### src/rtl/fetch_pkg.sv
`default_nettype none
// ============================================================================
// Module      : fetch_pkg
// Description : Shared types and constants for the instruction fetch stage.
// Revision    : 1.0 - initial release
// ============================================================================
package fetch_pkg;

   typedef enum logic [1:0] {
      REQ  = 2'd0,
      WAIT = 2'd1,
      DROP = 2'd2,
      HOLD = 2'd3
   } fetch_state_t;

   localparam logic [31:0] NOP_INSTR   = 32'h0000_0013;
   localparam int          INSTR_BYTES = 4;

endpackage
`default_nettype wire

### src/rtl/fetch_unit.sv
`default_nettype none
// ============================================================================
// Module      : fetch_unit
// Description : PC owner and single-outstanding instruction cache requester.
// Revision    : 1.0 - initial release
// ============================================================================
module fetch_unit
   import fetch_pkg::*;
#(
   parameter int               DATA_WIDTH = 32,
   parameter logic [DATA_WIDTH-1:0] RESET_PC = '0
) (
   input  logic                  clk,
   input  logic                  rst,
   input  logic                  stall_f,
   input  logic                  redirect_valid,
   input  logic [DATA_WIDTH-1:0] redirect_target,
   output logic                  imem_req,
   output logic [DATA_WIDTH-1:0] imem_addr,
   input  logic                  imem_ready,
   input  logic                  imem_rvalid,
   input  logic [DATA_WIDTH-1:0] imem_rdata,
   output logic [DATA_WIDTH-1:0] read_data_f,
   output logic [DATA_WIDTH-1:0] PC_f,
   output logic [DATA_WIDTH-1:0] PCPlus4_f,
   output logic                  valid_f
);

   localparam logic [DATA_WIDTH-1:0] C_NOP  = DATA_WIDTH'(NOP_INSTR);
   localparam logic [DATA_WIDTH-1:0] C_STEP = DATA_WIDTH'(INSTR_BYTES);

   fetch_state_t          r_state, w_state_nxt;
   logic [DATA_WIDTH-1:0] r_pc, w_pc_nxt;
   logic [DATA_WIDTH-1:0] r_inst, w_inst_nxt;
   logic [DATA_WIDTH-1:0] w_pc_plus4;

   assign w_pc_plus4 = r_pc + C_STEP;
   assign imem_addr  = r_pc;
   assign PC_f       = r_pc;
   assign PCPlus4_f  = w_pc_plus4;

   always_ff @(posedge clk or posedge rst) begin
      if (rst) begin
         r_state <= REQ;
         r_pc    <= RESET_PC;
         r_inst  <= C_NOP;
      end else begin
         r_state <= w_state_nxt;
         r_pc    <= w_pc_nxt;
         r_inst  <= w_inst_nxt;
      end
   end

   always_comb begin
      w_state_nxt = r_state;
      w_pc_nxt    = r_pc;
      w_inst_nxt  = r_inst;
      imem_req    = 1'b0;
      valid_f     = 1'b0;
      read_data_f = C_NOP;

      case (r_state)
         REQ: begin
            imem_req = !redirect_valid;
            if (redirect_valid) begin
               w_pc_nxt = redirect_target;
            end else if (imem_ready) begin
               w_state_nxt = WAIT;
            end
         end
         WAIT: begin
            if (imem_rvalid) begin
               valid_f     = 1'b1;
               read_data_f = imem_rdata;
            end
            if (redirect_valid) begin
               // An unanswered request must have its late response swallowed
               w_pc_nxt    = redirect_target;
               w_state_nxt = imem_rvalid ? REQ : DROP;
            end else if (imem_rvalid) begin
               if (!stall_f) begin
                  w_pc_nxt    = w_pc_plus4;
                  w_state_nxt = REQ;
               end else begin
                  w_inst_nxt  = imem_rdata;
                  w_state_nxt = HOLD;
               end
            end
         end
         DROP: begin
            if (redirect_valid) begin
               w_pc_nxt = redirect_target;
            end
            if (imem_rvalid) begin
               w_state_nxt = REQ;
            end
         end
         HOLD: begin
            valid_f     = 1'b1;
            read_data_f = r_inst;
            if (redirect_valid) begin
               w_pc_nxt    = redirect_target;
               w_state_nxt = REQ;
            end else if (!stall_f) begin
               w_pc_nxt    = w_pc_plus4;
               w_state_nxt = REQ;
            end
         end
         default: begin
            w_state_nxt = REQ;
         end
      endcase
   end

endmodule
`default_nettype wire

### config.mk
export PLATFORM = sky130hd
export DESIGN_NAME = fetch_unit
export DESIGN_NICKNAME = d
export VERILOG_FILES = /design/src/rtl/fetch_pkg.sv /design/src/rtl/fetch_unit.sv
export SDC_FILE = /design/constraint.sdc
export NUM_CORES = 1
export LEC_CHECK = 0
export ABC_CLOCK_PERIOD_IN_PS = 2600
export CAP_MARGIN = 20
export CORE_ASPECT_RATIO = 0.75
export CORE_MARGIN = 2
export CORE_UTILIZATION = 42
export CTS_BUF_LIST = sky130_fd_sc_hd__clkbuf_8
export CTS_CLUSTER_SIZE = 12
export DETAILED_ROUTE_END_ITERATION = 12
export GPL_ROUTABILITY_DRIVEN = 1
export PLACE_DENSITY = 0.8
export SYNTH_ARGS = -nofsm -noshare
export SYNTH_HDL_FRONTEND = slang
export SYNTH_SLANG_ARGS = --single-unit
export TNS_END_PERCENT = 20
### constraint.sdc
create_clock -name clk -period 2.6 [get_ports clk]
set_clock_uncertainty 0.1 [all_clocks]
set_input_delay 0.39 -clock clk [delete_from_list [all_inputs] [get_ports clk]]
set_output_delay 0.39 -clock clk [all_outputs]
set_load 0.005 [all_outputs]
Fig. 1: track usage over the die
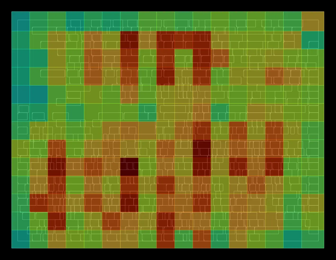
fin util: 0.716
WL/cell: 17.6 um
met2 Usage GRT: 0.428
met1 Resource Use GR: 0.324

Fig. 2: PDN straps and rails
Bar = 20 um. Pins as bars on the die edge. Tap cells in gray.
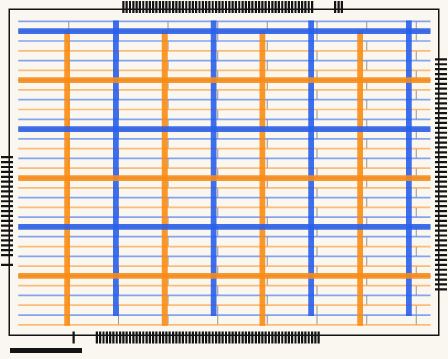
- blue: VDD
- orange: VSS
- met4 straps: 8
- signal pins: 200
- tap cells: 132
- met1 rails: 32
die width: 119 um
Die Height: 90.2 um
core box area: 9660 sq um
maximum VDD drop: 297 uV

Fig. 3: zoomed window
Region (77, 10) to (102, 35) um. Cells in gray, sequential cells in the stronger gray; small squares are vias.
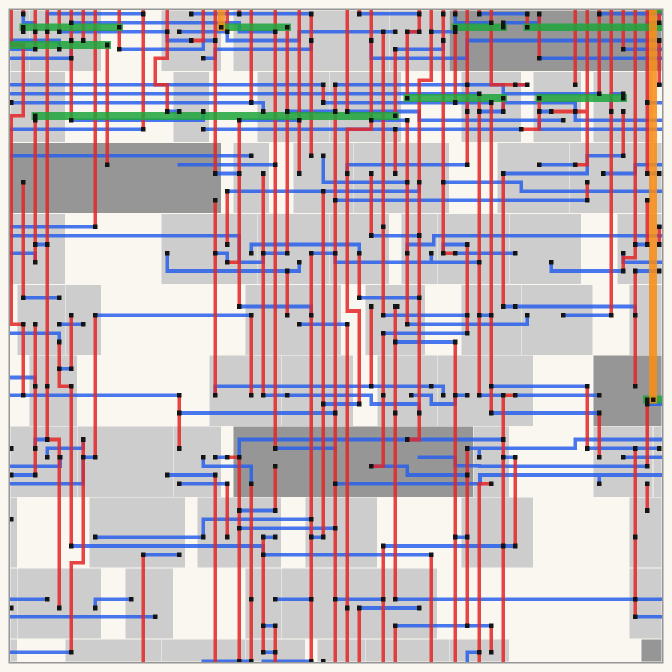
- blue: met1
- green: met3
- orange: met4
- red: met2
- cells with their middle in the window: 52
- netlist names of flops here include: PC_f (3)
- sequential cells in the window: 3
- most frequent: buf_4 (13), nand2_1 (6), nand4_1 (4)

Fig. 4: signal wires by layer
Two of the layers only.
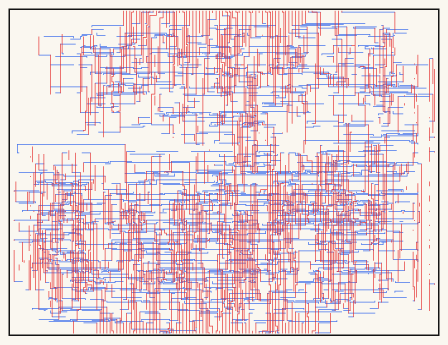
- blue: met1 (wire length 5,830 um)
- red: met2 (wire length 7,020 um)

Fig. 5: signal wires on met4
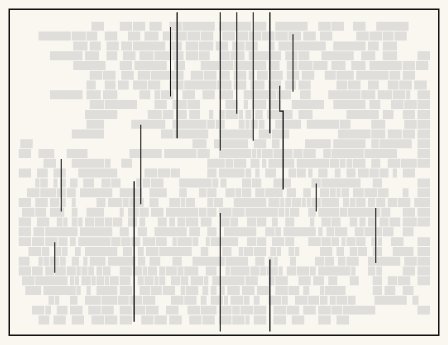
- main direction: vertical
- nets with wire on the layer: 15
Detailed Route WL: 14,100 um
routed via count: 4,338

==> GITHUB_STEP_SUMMARY <==
### Flow metrics

| Metric | Value |
|---|---|
| Outcome | `finished, violations left` |
| Failing checks | `setup timing` |
| Clock network area share | `0.0315` |
| WP depth | `6` |
| Pwr/cell area | `545 nW/um^2` |
| Pre-CTS setup slack | `-0.0504 ns` |
| Diodes inserted | `0` |
| Vias in the first global route | `4,452` |
| Commonest cells in the netlist | `dfrtp_1 (63), buf_4 (35), nand2_1 (35)` |
| Crit path max-delay family | `buffers and inverters` |
| Nonclk buf count | `roughly 280` |
| Crit path to | `PCPlus4_f[17]` |
| Initial DRC Count | `about 320` |
| Final tally of max-slew violations | `0` |
| Yosys synthesis chip area | `4160 sq um` |
| Maximum achievable frequency | `roughly 0.36 GHz` |
| Initial antenna violation count | `0` |
| # setup viols final | `9` |
| Crit path time final | `2.75 ns` |
| MUX area fraction | `0.0944` |
| Syn nets | `a little over 500` |
| Net Sw Frac | `0.297` |
| Post-synth regs | `66` |
| Top logic family | `AND-OR/OR-AND gates` |
| Largest class | `non-clock buffers` |
| CTS Buf Count | `9` |
| Unrepaired setup endpoints after global routing | `yes` |
| Fin nets | `734` |
| GRT overflow | `0` |
| # Cells Yosys | `438` |
| Placement Cell Area | `between 6000 and 7000 sq um` |
| Final worst slack | `-0.147 ns` |
| Reg2reg path depth | `11` |
| RD Place Congestion | `approximately 0.86` |
| Register Area | `1660 sq um` |
| CP startpoint | `PC_f[8]$_DFFE_PP0P_` |
| Basic Gates by Area | `0.167` |
| All-Layer GR Usage | `0.258` |
| Leak | `around 2.9 nW` |
| Cell count after placement | `around 770` |
| Power share of the clock group | `0.255` |
| Init Core Util | `0.431` |
| Reg power frac | `0.377` |
| Non-clk buf share | `0.381` |
| Proportion of layout cells with a drive suffix above 1 | `0.253` |
| Cell Type Count | `around 48` |
| Switching pwr | `1.12 mW` |
==> cell usage in the layout, fill, tap and decap left out, types with 12 or more instances in the layout <==
master,count
clkdlybuf4s50_1,176
buf_4,70
a21oi_1,14
xnor2_1,14
nand2_1,34
nor2_1,19
a22o_1,29
nand4_1,13
dfrtp_1,61
nand3_1,20
xor2_1,12
mux2_2,34
o21ai_0,22
==> what timing repair did <==
action                                  CTS  global route
endpoints found under the hold margin     0             0
gates resized                            41            28
pin swaps                                13            10
endpoints found under the setup margin   23            51
setup buffers                             8             9
==> layer usage <==
layer  global-route usage  wire length [um]
met5                    0                 0
met4                0.113               391
met3               0.0558               837
met2                0.428              7020
met1                0.324              5830
==> sequential cells by signal, summed over array words and instances (netlist names) <==
name     cells
PC_f        32
r_inst      32
r_state      2
Power is estimated from default activity; no workload was simulated.
